[src/rtl/div_pkg.sv]
// rtl/div_pkg.sv - shared state encoding and sizing helper for the sequential divider
package div_pkg;

  typedef enum logic [1:0] {
    IDLE = 2'b00,
    RUN  = 2'b01,
    DONE = 2'b10
  } div_state_t;

  function automatic int cnt_w(input int w);
    return $clog2(w + 1);
  endfunction

endpackage

[src/rtl/div_trial_sub.sv]
// rtl/div_trial_sub.sv - combinational trial subtractor; neg_o is the borrow/sign bit
module div_trial_sub #(
  parameter int W = 5
) (
  input  logic [W-1:0] a_i,
  input  logic [W-1:0] b_i,
  output logic [W-1:0] diff_o,
  output logic         neg_o
);

  assign diff_o = a_i - b_i;
  assign neg_o  = diff_o[W-1];

endmodule

[src/rtl/seq_div_nbits.sv]
// rtl/seq_div_nbits.sv - iterative restoring divider, one quotient bit per clock
// SIGNED_DIV_EN selects two's-complement operands (magnitude divide plus sign fix-up).
module seq_div_nbits
  import div_pkg::*;
#(
  parameter int n = 4
) (
  input  logic         clk,
  input  logic         rst,
  input  logic         start,
  input  logic [n-1:0] dividend,
  input  logic [n-1:0] divisor,
  output logic         busy,
  output logic         done,
  output logic [n-1:0] quotient,
  output logic [n-1:0] remainder,
  output logic         div_by_zero,
  output logic         overflow
);

`ifdef SIGNED_DIV_EN
  localparam bit SIGNED_EN = 1'b1;
`else
  localparam bit SIGNED_EN = 1'b0;
`endif

  localparam int CW = cnt_w(n);

  div_state_t    state_q, state_d;
  logic [n:0]    a_q, a_d;
  logic [n-1:0]  q_q, q_d;
  logic [n-1:0]  m_q, m_d;
  logic [CW-1:0] cnt_q, cnt_d;
  logic [n-1:0]  quot_q, quot_d;
  logic [n-1:0]  rem_q, rem_d;
  logic          dbz_q, dbz_d;
  logic          ovf_q, ovf_d;
  logic          qneg_q, qneg_d;
  logic          rneg_q, rneg_d;

  logic [n:0]    a_shift, t_diff, a_step;
  logic [n-1:0]  q_shift, q_step;
  logic          t_neg;
  logic [n-1:0]  dvd_mag, dvs_mag, quot_fix, rem_fix;
  logic          ovf_fix;

  assign a_shift = {a_q[n-1:0], q_q[n-1]};
  assign q_shift = {q_q[n-2:0], 1'b0};

  div_trial_sub #(.W(n + 1)) u_trial (
    .a_i    (a_shift),
    .b_i    ({1'b0, m_q}),
    .diff_o (t_diff),
    .neg_o  (t_neg)
  );

  assign a_step = t_neg ? a_shift : t_diff;
  assign q_step = {q_shift[n-1:1], ~t_neg};

  // Magnitudes feed the unsigned core; the most-negative value maps to 2^(n-1) unsigned.
  assign dvd_mag  = (SIGNED_EN && dividend[n-1]) ? -dividend : dividend;
  assign dvs_mag  = (SIGNED_EN && divisor[n-1])  ? -divisor  : divisor;
  assign quot_fix = qneg_q ? -q_step : q_step;
  assign rem_fix  = rneg_q ? -a_step[n-1:0] : a_step[n-1:0];
  // A positive signed quotient can only reach the msb for most-negative / -1.
  assign ovf_fix  = SIGNED_EN && !qneg_q && q_step[n-1];

  always_comb begin
    state_d = state_q;
    a_d     = a_q;
    q_d     = q_q;
    m_d     = m_q;
    cnt_d   = cnt_q;
    quot_d  = quot_q;
    rem_d   = rem_q;
    dbz_d   = dbz_q;
    ovf_d   = ovf_q;
    qneg_d  = qneg_q;
    rneg_d  = rneg_q;
    busy    = (state_q == RUN);
    done    = (state_q == DONE);
    case (state_q)
      IDLE: begin
        if (start) begin
          dbz_d = 1'b0;
          ovf_d = 1'b0;
          if (divisor == '0) begin
            quot_d  = '1;
            rem_d   = dividend;
            dbz_d   = 1'b1;
            state_d = DONE;
          end else begin
            a_d     = '0;
            q_d     = dvd_mag;
            m_d     = dvs_mag;
            cnt_d   = '0;
            qneg_d  = SIGNED_EN && (dividend[n-1] ^ divisor[n-1]);
            rneg_d  = SIGNED_EN && dividend[n-1];
            state_d = RUN;
          end
        end
      end
      RUN: begin
        a_d   = a_step;
        q_d   = q_step;
        cnt_d = cnt_q + 1'b1;
        if (cnt_q == CW'(n - 1)) begin
          quot_d  = quot_fix;
          rem_d   = rem_fix;
          ovf_d   = ovf_fix;
          state_d = DONE;
        end
      end
      DONE:    state_d = IDLE;
      default: state_d = IDLE;
    endcase
  end

  always_ff @(posedge clk) begin
    if (rst) begin
      state_q <= IDLE;
      a_q     <= '0;
      q_q     <= '0;
      m_q     <= '0;
      cnt_q   <= '0;
      quot_q  <= '0;
      rem_q   <= '0;
      dbz_q   <= 1'b0;
      ovf_q   <= 1'b0;
      qneg_q  <= 1'b0;
      rneg_q  <= 1'b0;
    end else begin
      state_q <= state_d;
      a_q     <= a_d;
      q_q     <= q_d;
      m_q     <= m_d;
      cnt_q   <= cnt_d;
      quot_q  <= quot_d;
      rem_q   <= rem_d;
      dbz_q   <= dbz_d;
      ovf_q   <= ovf_d;
      qneg_q  <= qneg_d;
      rneg_q  <= rneg_d;
    end
  end

  assign quotient    = quot_q;
  assign remainder   = rem_q;
  assign div_by_zero = dbz_q;
  assign overflow    = ovf_q;

endmodule
[config.mk]
export PLATFORM = sky130hd
export DESIGN_NAME = seq_div_nbits
export DESIGN_NICKNAME = d
export VERILOG_FILES = /design/src/rtl/div_pkg.sv /design/src/rtl/div_trial_sub.sv /design/src/rtl/seq_div_nbits.sv
export SDC_FILE = /design/constraint.sdc
export NUM_CORES = 1
export LEC_CHECK = 0
export CORE_UTILIZATION = 39
export CTS_CLUSTER_DIAMETER = 150
export CTS_CLUSTER_SIZE = 10
export DETAILED_ROUTE_END_ITERATION = 12
export MAX_ROUTING_LAYER = met4
export PLACE_DENSITY = 0.63
export SLEW_MARGIN = 10
export SYNTH_ARGS = -nofsm -noshare
export SYNTH_HDL_FRONTEND = slang
export SYNTH_SLANG_ARGS = --single-unit
[constraint.sdc]
create_clock -name clk -period 2.74 [get_ports clk]
set_input_delay 0.548 -clock clk [delete_from_list [all_inputs] [get_ports clk]]
set_output_delay 0.548 -clock clk [all_outputs]
set_load 0.02 [all_outputs]
Figure 1. Sequential cells grouped by signal name (run 1).
Scale: 4 px per um. Other sequential cells in the stronger grey, the rest of the logic in the fainter grey.
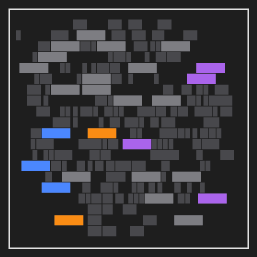
| signal | colour | placed flops |
|---|---|---|
| `state_q` | orange | 2 |
| `a_q` | purple | 4 |
| `cnt_q` | blue | 3 |
not coloured: 17
sequential share of cell area: 0.333
post-layout util: 0.509

Figure 2. Track usage over the die (run 1).
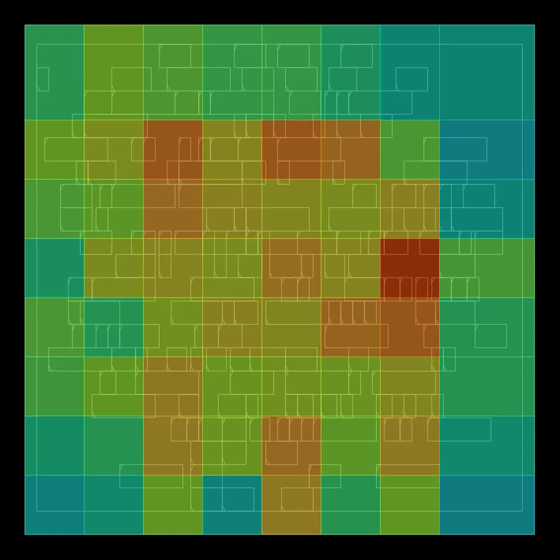
GRT busiest layer: met2
global routing usage on met1: 0.244
global-route met2 utilization: 0.302
DR WL/cell: 12.6 um

==> metrics.cfg, run 1 <==
[status]
outcome=finished, final reports clean

[min_path]
holdPathStages=2
min_to=m_q[2]$_SDFFE_PP0P_

[clock_network]
cts_buffer_depth=2
clk_pin_slew_ps=140
postCtsSetupRepairBufs=0
cts_buffers=3
holdBufCountCts=0
tritoncts=done
htreeDepth=1
ctsRootBufferMaster=clkbuf_4
post_cts_resized=0

[setup_path]
cp-start-kind=flop
r2r_slack_ps=370
crit_path_end=remainder[2]$_SDFFE_PP0P_
path_max_fanout=4
rr_endpoint=remainder[2]$_SDFFE_PP0P_
crit_required_ps=2980
cp_cell_sequence=inv_1, ha_1, fa_1, nand2b_1, a21oi_2, xor2_2, mux2_2, a311oi_1
arrival_ps=2610
slowest_delay_ps=410
regToRegStartpoint=q_q[3]$_SDFFE_PP0P_

[timing]
final_max_slew_viol_count=0
setup_slack_ps=373
period_minus_slack_ps=2370
maxSlewHeadroom=0.616
fin_crit_sh=0.864
setup_viol=0
worst_hold_slack_ps=469
max_freq_ghz=0.422
fin_skew_ps=8.30
worstMarginPinSlew_ps=574

[synthesis]
ys_sh_mux=0.0322
ys_sh_simple=0.226
synth_top_area_share=0.405
top_area_cell=dfxtp_1
topCellsByArea=dfxtp_1 (41%), nor2_1 (8.5%), nand2_1 (6.7%)
aoi_share=0.187
netlist-cell-type-count=34
yosys.stat.chipArea_mm2=0.00128
synth_warnings=0
ys_seq_frac=0.405
postSynthCellCount=152
adder_share=0.0741
numSynthFlops=26

[detailed_routing]
firstDrtPassIters=4
avgViaCountPerCell=5.02
ant_nets=0
vias=1089
drt_wl_total_um=2730

[flow_run]
drv_cap=0
tool_warnings=26

[die]
rows=20
fp_util=0.417
chipArea_mm2=0.00352
core_area_mm2=0.00308

[power]
ir_drop_v=0.000247
finalPower_w=0.000783
power_density_mw_per_mm2=500
p_sw_frac=0.287
pwr-share-seq=0.529
clock_power_w=0.000193
pg_comb_w=0.000175
largestPowerGroup=sequential cells

[grt]
globalRouteTotalUtil=0.187
grt_pass1_vias=1048
gr-total-overflow=0
grt_max_degree=17
grt_pass1_wl_um=4800

[final_layout]
layout.cells.most_common=nor2_1
syn_to_final_growth_pct=21.9
fillers=300
drive_gt1_frac=0.0983
fin_area_mm2=0.00157
final_cell_mix=nor2_1 (29), dfxtp_1 (26), nand2_1 (23)

[placed_design]
placed_area_mm2=0.00153
pre_cts_ws_ps=256

Figure 3. Metal layers overlaid (run 1).
Scale: 6 px per um.
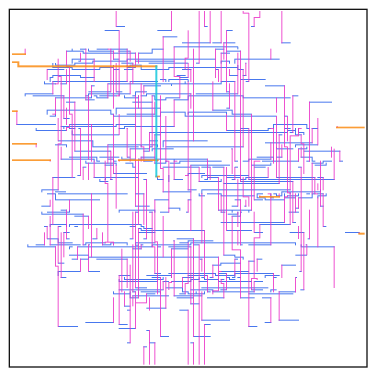
| layer | colour | wire length |
|---|---|---|
| M3 | orange | 52.6 um |
| M2 | magenta | 1330 um |
| M1 | blue | 1330 um |
| M4 | cyan | 18.4 um |

Figure 4. Pin map (run 1).
Scale: 4 px per um. Pins as bars across the die edge, other pins in grey.
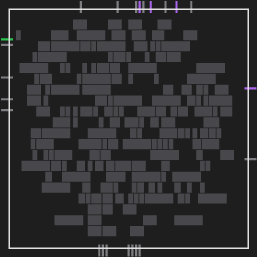
| port | colour | pins | direction | edge |
|---|---|---|---|---|
| `overflow` | green | 1 | output | left |
| `remainder` | purple | 4 | output | 3 top, 1 right |
all pins by edge: 9 top, 7 bottom, 5 left, 2 right

==> run 1: per-layer routing <==
layer	GRT usage	routed length, um
met1	0.244	1330
met2	0.302	1330
met4	0.0612	18
met5	-	0
met3	0.0197	52
==> run 1: worst max-delay path, delay by kind of cell, from the launching register on <==
| kind | cells | cell delay [ps] |
|---|---|---|
| flip-flops | 1 | 360 |
| buffers and inverters | 1 | 60 |
| multiplexers | 1 | 410 |
| AND/OR/NAND/NOR | 1 | 190 |
| AND-OR/OR-AND | 2 | 370 |
| adder cells (fa/ha/maj) | 2 | 610 |
| XOR/XNOR | 1 | 290 |
==> run 1: final cells by class <==
class                      count  area, um^2  area share
inverter                       7        26.3      0.0168
multi-input combinational    111         687       0.439
tap                           44        55.1      0.0352
clock buffer                   4        36.3      0.0232
timing repair buffer          25         240       0.153
sequential                    26         520       0.333
==> run 1: synth_stat cells <==
cell type  instances
nor2_1            29
mux2_2             1
conb_1             1
xor2_2             1
fa_1               1
a211oi_1           4
a21oi_2            2
inv_2              1
a31oi_1            2
inv_1              6
or2_1              1
o211ai_1           1
o21bai_1           1
nand2b_1           5
clkbuf_1           3
buf_2              1
nor3b_1            1
a21oi_1           11
a21oi_4            1
a22oi_1            1
nor4_1             1
ha_1               6
buf_4              3
buf_6              1
mux2i_1            3
or4_4              1
nor2b_1            1
and2_1             1
dfxtp_1           26
nand3b_1           2
nand3_1            1
a211oi_2           2
a311oi_1           7
nand2_1           23
==> run 1: sequential cells by signal, indices dropped and copies added, names as in the netlist <==
register / count
a_q: 4
cnt_q: 3
div_by_zero: 1
m_q: 4
q_q: 4
quotient: 4
remainder: 4
state_q: 2
==> run 2: changes to the inputs <==
--- a/config.mk
+++ b/config.mk
@@ -11,7 +11,8 @@
 export DETAILED_ROUTE_END_ITERATION = 12
 export MAX_ROUTING_LAYER = met4
 export PLACE_DENSITY = 0.63
-export SLEW_MARGIN = 10
+export SKIP_CTS_REPAIR_TIMING = 1
+export SLEW_MARGIN = 20
 export SYNTH_ARGS = -nofsm -noshare
 export SYNTH_HDL_FRONTEND = slang
 export SYNTH_SLANG_ARGS = --single-unit
Figure 5. Track usage over the die (run 2).
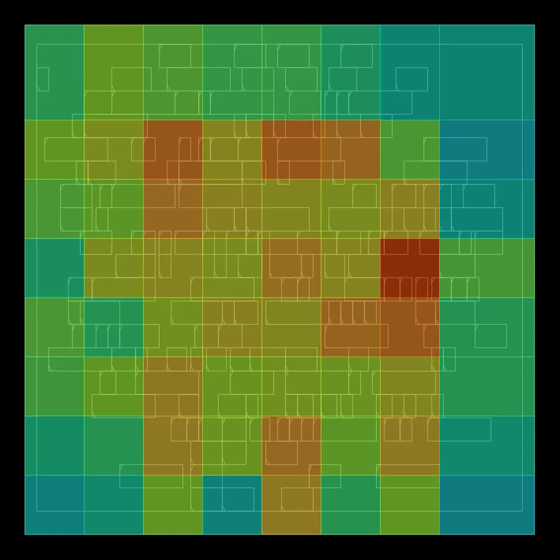
GRT met3 Usage: 0.0197
Overall Global Routing Usage: 0.187

Figure 6. Pin map (run 2).
Scale: 4 px per um. Pins as bars across the die edge, other pins in grey.
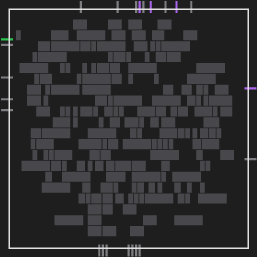
| port | colour | pins | direction | edge |
|---|---|---|---|---|
| `overflow` | green | 1 | output | left |
| `remainder` | purple | 4 | output | 3 top, 1 right |
all pins by edge: 9 top, 7 bottom, 5 left, 2 right
Die Width: 59.4 um
Die Y-Extent: 59.4 um
port bufs: 21

==> run 2 against run 1 <==
Cell count stayed put. Combinational power hardly changed. Clock power hardly changed. Critical path type unchanged. Critical endpoint unchanged. Largest cell class unchanged. Largest power group unchanged. Highest routed layer unchanged.
==> metrics.cfg, run 2 <==
[status]
outcome=finished, final reports clean

[setup_path]
regToRegStartpoint=q_q[3]$_SDFFE_PP0P_
cp_num_buf_inv=1
path_max_fanout=4
arrival_ps=2610
r2r_slack_ps=370
rr_endpoint=remainder[2]$_SDFFE_PP0P_
cp_num_cells=8
cp_cell_sequence=inv_1, ha_1, fa_1, nand2b_1, a21oi_2, xor2_2, mux2_2, a311oi_1

[final_layout]
clockNetworkAreaShare=0.0232
area_dominant_class=logic gates
logic_gate_count=111
syn_to_final_growth_pct=21.9
clock_buffers=4
n_all_buffers=25
drive_gt1_frac=0.0983
final_cell_mix=nor2_1 (29), dfxtp_1 (26), nand2_1 (23)
sh_seq_area=0.333

[detailed_routing]
firstDrtPassIters=4
met1_length_um=1330
vias=1089
avgRoutedWirePerCell_um=12.6
ant_nets=0
drt_wl_total_um=2730
wl_met3_um=52
topRoutingLayerUsed=met4
avgViaCountPerCell=5.02

[synthesis]
postSynthCellCount=152
synth.most_common_cell=nor2_1
ys_seq_frac=0.405
synth_warnings=0
ys_sh_mux=0.0322
yosys.stat.chipArea_mm2=0.00128
synth_top_area_share=0.405
ys_sh_simple=0.226
async_reset_ff_frac=0
top_area_cell=dfxtp_1
netlist-cell-type-count=34

[die]
chipArea_mm2=0.00352
core_area_mm2=0.00308
tap-cell-count=44
fp_util=0.417

[timing]
fin_crit_sh=0.864
max_freq_ghz=0.422
maxSlewHeadroom=0.616
final_max_slew_viol_count=0
setup_slack_ps=373
worstMarginPinSlew_ps=574
setup_viol=0

[clock_network]
cts_buffer_depth=2
htreeDepth=1
cts_buffers=3
ctsRootBufferMaster=clkbuf_4

[flow_run]
drv_cap=0

[grt]
met1_usage=0.244
grt_max_degree=17

[power]
power_density_mw_per_mm2=500
ir_drop_v=0.000247

run 2: cell counts in the layout (fill, tap and decap cells not counted):
Identical to the previous run, type by type.
run 2: worst min path at each step:
stage	startpoint	slack [ps]	to	cells after the start
after global placement	m_q[3]$_SDFFE_PP0P_	450	m_q[3]$_SDFFE_PP0P_	2
after CTS	m_q[2]$_SDFFE_PP0P_	470	m_q[2]$_SDFFE_PP0P_	2
after detailed placement	m_q[2]$_SDFFE_PP0P_	450	m_q[2]$_SDFFE_PP0P_	2
after floorplan	m_q[2]$_SDFFE_PP0P_	440	m_q[2]$_SDFFE_PP0P_	2
final	m_q[2]$_SDFFE_PP0P_	470	m_q[2]$_SDFFE_PP0P_	2
after global routing	m_q[3]$_SDFFE_PP0P_	510	m_q[3]$_SDFFE_PP0P_	2
run 2: through the flow:
stage	cell area (um^2)	std cells	hold WS, ps	power [W]
2_1_floorplan	1280	152	436	0.000539
3_3_place_gp	1530	213	450	0.000594
3_5_place_dp	1530	213	454	0.000598
4_1_cts	1570	217	473	0.000789
5_1_grt	1570	217	506	0.000830
6_report	1570	217	469	0.000783
run 2: kinds of logic after synthesis:
logic type | after synthesis
AOI/OAI and AO/OA | 32
xor gates and xnor gates | 1
adders and majority gates | 7
buffers and inverters | 15
DFF | 26
muxes | 4
other | 1
and+or+nand+nor | 66
run 2: tightest hold or removal path: stages (launching register included):
cell	delay, ps
dfxtp_1	340
nand2_1	50
a21oi_1	50
run 2: power by group:
part	internal (W)	total [W]	switching, W
Sequential	0.000399	0.000414	0.0000156
Clock	0.0000811	0.000193	0.000112
Combinational	0.0000781	0.000175	0.0000970
Total	0.000558	0.000783	0.000225
==> run 3: changes to the inputs <==
--- a/config.mk
+++ b/config.mk
@@ -9,6 +9,7 @@
 export CTS_CLUSTER_DIAMETER = 150
 export CTS_CLUSTER_SIZE = 10
 export DETAILED_ROUTE_END_ITERATION = 12
+export GPL_TIMING_DRIVEN = 0
 export MAX_ROUTING_LAYER = met4
 export PLACE_DENSITY = 0.63
 export SKIP_CTS_REPAIR_TIMING = 1
Figure 7. Pin map (run 3).
Scale: 4 px per um. Pins as bars across the die edge, other pins in grey.
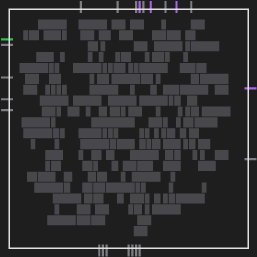
| port | colour | pins | direction | edge |
|---|---|---|---|---|
| `remainder` | purple | 4 | output | 3 top, 1 right |
| `overflow` | green | 1 | output | left |
all pins by edge: 9 top, 7 bottom, 5 left, 2 right
port bufs: 20

Figure 8. Sequential cells grouped by signal name (run 3).
Scale: 4 px per um. Other sequential cells in the stronger grey, the rest of the logic in the fainter grey.
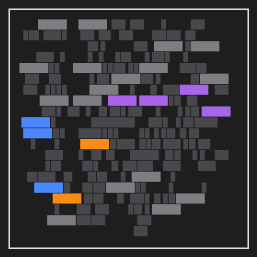
| signal | colour | placed flops |
|---|---|---|
| `state_q` | orange | 2 |
| `a_q` | purple | 4 |
| `cnt_q` | blue | 3 |

==> run 3 against run 2 <==
Sequential share of layout area shrank 0.55 points. Clock skew grew 3.8 ps. Core utilization grew 0.85 points. Global-route usage grew 0.17 points. Sequential power is essentially flat. Clock power grew about 40%. Via count grew 0.83%. Final area grew 1.7%. Non-clock buffer count grew 3. Worst hold slack lost 2.1 ps. Routed wire length grew 1.2%. Critical path type is now flop to primary output.
==> metrics.cfg, run 3 <==
[die]
die_y_um=59.4
die_w_um=59.4
fp_util=0.417
rows=20
chipArea_mm2=0.00352
core_area_mm2=0.00308

[timing]
fin_skew_ps=12.1
period_minus_slack_ps=2420
setup_slack_ps=318
worstMarginPinSlew_ps=672
maxSlewHeadroom=0.551
max_freq_ghz=0.413
setup_viol=0
final_max_slew_viol_count=0
fin_crit_sh=0.884

[synthesis]
postSynthCellCount=152
yosys.stat.chipArea_mm2=0.00128
topCellsByArea=dfxtp_1 (41%), nor2_1 (8.5%), nand2_1 (6.7%)
synth_warnings=0
async_reset_ff_frac=0
synth_top_area_share=0.405
top_area_cell=dfxtp_1
ys_sh_mux=0.0322
adder_share=0.0741
ys_sh_simple=0.226
netlist-cell-type-count=34
synth.most_common_cell=nor2_1
ys.flop_type=dfxtp_1
ys_seq_frac=0.405
numSynthFlops=26

[power]
pwr-share-seq=0.484
switchingPower_w=0.000235
p_int_w=0.000620
clock_power_w=0.000271
finalPower_w=0.000855
ir_drop_v=0.000264
p_clk_frac=0.317
p_comb_frac=0.198
p_sw_frac=0.275
largestPowerGroup=sequential cells
power_density_mw_per_mm2=537
pg_comb_w=0.000169

[final_layout]
final_cell_mix=nor2_1 (29), dfxtp_1 (26), nand2_1 (23)
syn_to_final_growth_pct=24.0
final_cells=220
layout.cells.most_common=nor2_1
fillers=309
fin_area_mm2=0.00159

[grt]
gr-total-overflow=0
busiest_layer=met2
grt_use_met3=0.0415
grt_pass1_wl_um=4810
grt_pass1_vias=1103
met2_usage=0.292
globalRouteTotalUtil=0.188
met1_usage=0.233

[clock_network]
cts_buffer_depth=2
ctsRootBufferMaster=clkbuf_4
tritoncts=done
htreeDepth=1
cts_buffers=3
clk_pin_slew_ps=140

[status]
outcome=finished, final reports clean

[detailed_routing]
ant_nets=0
avgRoutedWirePerCell_um=12.6
firstDrtPassIters=4
drt_wl_total_um=2760
avgViaCountPerCell=4.99

[min_path]
holdPathStages=2

[flow_run]
drv_cap=0
tool_warnings=26

[setup_path]
cp-start-kind=flop
cp_cell_sequence=nand2b_1, inv_2, buf_4, clkdlybuf4s50_1
path_max_fanout=10
slowest_delay_ps=620
crit_required_ps=2190

[placed_design]
pre_cts_ws_ps=296

==> run 3: cell counts after synthesis <==
Identical to the previous run, type by type.
==> run 3: metrics by stage <==
| step | util | hold WS [ps] |
|---|---|---|
| 2_1_floorplan | - | 436 |
| 3_3_place_gp | 0.500 | 450 |
| 3_5_place_dp | 0.500 | 453 |
| 4_1_cts | 0.517 | 474 |
| 5_1_grt | 0.517 | 495 |
| 6_report | 0.517 | 467 |
==> run 3: layout make-up <==
class,instances,area (um^2),area share
buffer,8,50.0,0.0314
clock buffer,3,22.5,0.0142
clock inverter,1,30.0,0.0189
inverter,7,26.3,0.0165
multi-input combinational,111,687,0.432
sequential,26,520,0.327
tap,44,55.1,0.0346
timing repair buffer,20,200,0.126
==> run 3: cells by family after synthesis <==
family | after synthesis
buffers and inverters | 15
DFF | 26
adders and majority gates | 7
other | 1
and+or+nand+nor | 66
muxes | 4
AOI/OAI and AO/OA | 32
xor gates and xnor gates | 1
==> run 3: final timing paths <==
check / from / endpoint / slack (ps)
max: state_q[1]$_SDFFE_PP0P_ / busy / 320
min: m_q[3]$_SDFFE_PP0P_ / m_q[3]$_SDFFE_PP0P_ / 470
min reg2reg: m_q[3]$_SDFFE_PP0P_ / m_q[3]$_SDFFE_PP0P_ / 470
max reg2reg: q_q[3]$_SDFFE_PP0P_ / remainder[2]$_SDFFE_PP0P_ / 340
==> run 3: layer usage <==
| metal | routed length [um] | vias up |
|---|---|---|
| li1 | - | 566 |
| met1 | 1280 | 507 |
| met2 | 1340 | 18 |
| met3 | 88 | 7 |
| met4 | 54 | 0 |
| met5 | 0 | - |
==> run 3: worst max-delay path, delay by kind of cell, from the launching register on <==
| kind | cells | cell delay [ps] |
|---|---|---|
| buf+inv | 3 | 890 |
| flops | 1 | 400 |
| simple gates | 1 | 250 |
Power is estimated from default activity; no workload was simulated.
